### src/rtl/enc16_4_rr_if.sv
// Request/issue bus of the 16-to-4 encoder: request capture on one side,
// valid/ready index handshake plus status on the other.
interface enc16_4_rr_if;
    logic        en;
    logic [15:0] r;
    logic [3:0]  y;
    logic        valid;
    logic        ready;
    logic [15:0] pending;
    logic [4:0]  count;
    logic        overflow;

    // Request source and index consumer side.
    modport master (
        output en, r, ready,
        input  y, valid, pending, count, overflow
    );

    // Encoder side.
    modport slave (
        input  en, r, ready,
        output y, valid, pending, count, overflow
    );
endinterface

### src/rtl/enc16_4_rr.sv
// Sequential 16-to-4 encoder. Request pulses are latched into a pending
// register and issued one index at a time over a valid/ready handshake,
// selected round-robin (RR=1) or lowest-index-first (RR=0).
//
// state  | meaning
// -------+-----------------------------------------------------------
// S_IDLE | output register empty, valid low
// S_HOLD | output register holds an issued index, valid high
module enc16_4_rr #(
    parameter bit RR = 1'b1,
    parameter int N  = 16,
    parameter int W  = 4
) (
    input logic         clk,
    input logic         rst_n,
    enc16_4_rr_if.slave bus
);

    typedef enum logic {
        S_IDLE = 1'b0,
        S_HOLD = 1'b1
    } state_t;

    state_t         state_q, state_d;
    logic [N-1:0]   pending_q, pending_d;
    logic [W-1:0]   y_q, y_d;
    logic [W-1:0]   last_q, last_d;
    logic           ovf_q, ovf_d;

    logic [W-1:0]   sel;
    logic           load;
    logic [N-1:0]   load_mask;
    logic [N-1:0]   set_mask;
    logic [W:0]     count;

    // Pick the next index from registered pending only; RR scans upward
    // from the slot after the last issued index, wrapping at 15.
    always_comb begin
        logic [W-1:0] idx;
        logic         found;
        sel   = '0;
        idx   = '0;
        found = 1'b0;
        for (int k = 1; k <= N; k++) begin
            idx = RR ? W'(last_q + W'(k)) : W'(k - 1);
            if (!found && pending_q[idx]) begin
                sel   = idx;
                found = 1'b1;
            end
        end
    end

    // Next-state, capture/clear masks and output register updates.
    always_comb begin
        state_d   = state_q;
        y_d       = y_q;
        last_d    = last_q;
        load      = 1'b0;
        load_mask = '0;
        set_mask  = bus.en ? bus.r : '0;

        if (((state_q == S_IDLE) || bus.ready) && (pending_q != '0)) begin
            load      = 1'b1;
            load_mask = N'(1) << sel;
            y_d       = sel;
            last_d    = sel;
            state_d   = S_HOLD;
        end else if ((state_q == S_HOLD) && bus.ready) begin
            state_d   = S_IDLE;
        end

        // A set landing on the bit being issued this cycle wins and is
        // not an overflow; only merges into still-pending bits are.
        pending_d = (pending_q & ~load_mask) | set_mask;
        ovf_d     = |(set_mask & pending_q & ~load_mask);
    end

    // Registers; last_q resets to 15 so the first RR scan starts at 0.
    always_ff @(posedge clk or negedge rst_n) begin
        if (!rst_n) begin
            state_q   <= S_IDLE;
            pending_q <= '0;
            y_q       <= '0;
            last_q    <= W'(N - 1);
            ovf_q     <= 1'b0;
        end else begin
            state_q   <= state_d;
            pending_q <= pending_d;
            y_q       <= y_d;
            last_q    <= last_d;
            ovf_q     <= ovf_d;
        end
    end

    // Population count of the pending register.
    always_comb begin
        count = '0;
        for (int i = 0; i < N; i++) begin
            count = count + (W + 1)'(pending_q[i]);
        end
    end

    assign bus.y        = y_q;
    assign bus.valid    = (state_q == S_HOLD);
    assign bus.pending  = pending_q;
    assign bus.count    = count;
    assign bus.overflow = ovf_q;

endmodule

### src/flat_wrapper.sv
// flat-port wrapper written by rule: the top's interface ports become plain ports
module enc16_4_rr_flat 
#(
    parameter bit RR = 1'b1,
    parameter int N  = 16,
    parameter int W  = 4
)
  (clk, rst_n, bus_en, bus_r, bus_ready, bus_y, bus_valid, bus_pending, bus_count, bus_overflow);
  enc16_4_rr_if bus_i ();
  input logic clk;
  input logic rst_n;
  input wire logic [$bits(bus_i.en)-1:0] bus_en;
  input wire logic [$bits(bus_i.r)-1:0] bus_r;
  input wire logic [$bits(bus_i.ready)-1:0] bus_ready;
  output wire logic [$bits(bus_i.y)-1:0] bus_y;
  output wire logic [$bits(bus_i.valid)-1:0] bus_valid;
  output wire logic [$bits(bus_i.pending)-1:0] bus_pending;
  output wire logic [$bits(bus_i.count)-1:0] bus_count;
  output wire logic [$bits(bus_i.overflow)-1:0] bus_overflow;
  assign bus_i.en = bus_en;
  assign bus_i.r = bus_r;
  assign bus_i.ready = bus_ready;
  assign bus_y = bus_i.y;
  assign bus_valid = bus_i.valid;
  assign bus_pending = bus_i.pending;
  assign bus_count = bus_i.count;
  assign bus_overflow = bus_i.overflow;
  enc16_4_rr #(.RR(RR), .N(N), .W(W)) u_core (.clk(clk), .rst_n(rst_n), .bus(bus_i));
endmodule
### config.mk
export PLATFORM = sky130hd
export DESIGN_NAME = enc16_4_rr_flat
export DESIGN_NICKNAME = d
export VERILOG_FILES = /design/src/rtl/enc16_4_rr_if.sv /design/src/rtl/enc16_4_rr.sv /design/src/flat_wrapper.sv
export SDC_FILE = /design/constraint.sdc
export NUM_CORES = 1
export LEC_CHECK = 0
export CAP_MARGIN = 15
export CORE_UTILIZATION = 30
export CTS_CLUSTER_DIAMETER = 150
export DETAILED_ROUTE_END_ITERATION = 6
export PLACE_DENSITY = 0.59
export REMOVE_ABC_BUFFERS = 1
export SLEW_MARGIN = 20
export SYNTH_ARGS = -nofsm -noshare
export SYNTH_HDL_FRONTEND = slang
export SYNTH_SLANG_ARGS = --single-unit
export TNS_END_PERCENT = 50
### constraint.sdc
create_clock -name clk -period 7.85 [get_ports clk]
set_clock_uncertainty 0.2 [all_clocks]
set_input_delay 0.785 -clock clk [delete_from_list [all_inputs] [get_ports clk]]
set_output_delay 0.785 -clock clk [all_outputs]
set_load 0.02 [all_outputs]
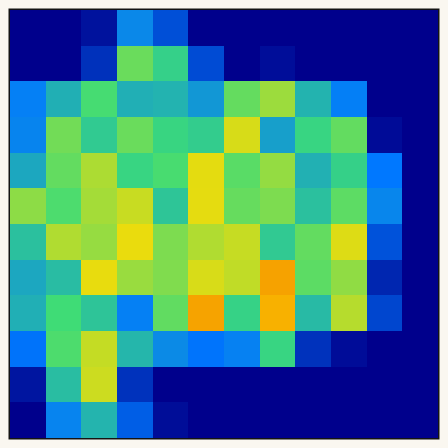
*Local utilization*
12 x 12 tiles, from dark blue (low) to red (high), 0 to 100% covered.
The mean over all tiles is 32%. The fullest tile reaches 82%. 2.1% of the tiles are over 75% full. The emptiest ninth of the die: south-east. The densest ninth of the die: centre.
fp util: 31.03%
Util after Layout: 35.44%
core area: 14040 µm²

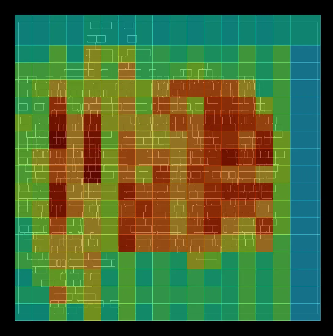
*Track usage over the die*
met2 GRT Util: 32.62%
met1 usage: 26.67%
Total GRT Usage: 19.87%
most used routing layer: met2

==> flow_metrics.py <==
# Synthesis and PnR figures
metrics = {
    "clocking": {
        "path_clk_slew_ns": 0.07,
        "cts_sinks": 26,
        "cts_setup_buffers": 0,
        "cts_root_buf": "clkbuf_16",
    },
    "final_timing": {
        "worst_pin_slew_ns": 1.016,
        "whs_ns": 0.2977,
    },
    "layout": {
        "fill_cells": 1443,
        "nonClockInverterCount": 37,
        "final_design_area_no_fill_um2": 4976,
        "buffers": 51,
        "nets": 562,
        "layout_top_cell": "nand2_1",
        "seq_share_pct": 13.18,
        "layout.comb_gates.multi_input": 398,
        "diodes": 0,
        "comb_area_share_pct": 67.71,
    },
    "placed_design": {
        "dp_hpwl_mm": 10.82,
        "place.gp.congestion": 0.9633,
        "place_area_um2": 4887,
    },
    "routing": {
        "drt_iter0_drc": 397,
        "drt-met1-wl_mm": 6.112,
        "highest_layer": "met4",
        "postRouteAntennaNets": 0,
        "drc": 0,
        "viasPerCell": 6.082,
    },
    "synthesis": {
        "yosysTopAreaCellShare_pct": 15.50,
        "synthCells": 495,
        "top_cell": "nand2_1",
        "top_cells_by_area": "mux4_2, dfrtp_1, mux2i_1, nand2_1, fa_1",
        "syn-mean-instance-area_um2": 8.804,
        "adder_share_pct": 8.900,
        "ff_type": "dfrtp_1",
    },
    "worst_hold_path": {
        "hold_start": "u_core.bus.y[2]$_DFFE_PN0P_",
        "hold-path-cell-count": 1,
    },
    "grt": {
        "grt_first_pass_wirelength_mm": 23.02,
        "grt_use_met3_pct": 2.463,
        "antenna_found_initial": 0,
    },
    "run_status": {
        "status": "finished, final reports clean",
    },
    "run": {
        "tool_warnings": 33,
        "maxCapViolCount": 0,
    },
    "die": {
        "die_width_um": 122.5,
        "die-area_um2": 15010,
        "tapCellCount": 180,
        "rows": 43,
    },
    "worst_setup_path": {
        "path_class": "flop to flop",
        "worstSetupStartpoint": "u_core.last_q[1]$_DFFE_PN1P_",
    },
}
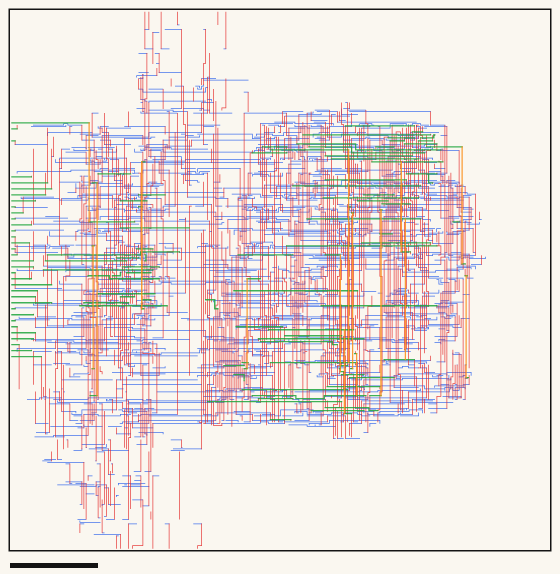
*Wiring by layer*
Bar = 20 µm.
Key: blue = M1 [wire length 6110 µm]; red = M2 [wire length 6850 µm]; orange = M4 [wire length 435 µm]; green = M3 [wire length 1120 µm]
via count: 4233
wire length per cell: 20.87 µm
Detailed Route WL: 14.52 mm

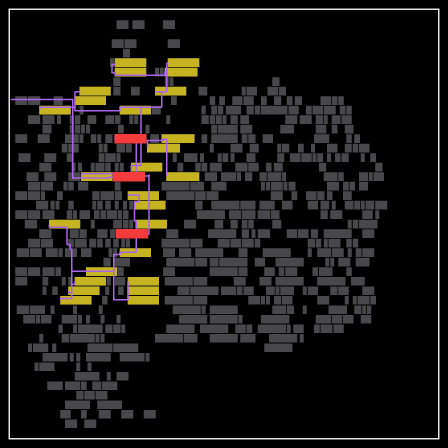
*Clock wires, drivers and flops*
Key: purple = clock wires [length 331 µm]; red = clock-net drivers [count 3]; yellow = flip-flops [count 26]
There are 4 routed clock nets.
Clock Latency Late Sink: 0.26 ns

==> flip-flops by register name (all words and copies together), names as in the netlist <==
| register | cells |
|---|---|
| u_core.bus.pending | 16 |
| u_core.bus.y | 4 |
| u_core.last_q | 4 |
| u_core.bus.overflow | 1 |
| u_core.bus.valid | 1 |
==> per-stage QoR <==
step,worst slack (ns),cells
detailed placement,1.064,692
floorplan,1.839,461
finish,0.9741,696
global route,0.4815,696
CTS,1.077,696
global placement,1.287,692
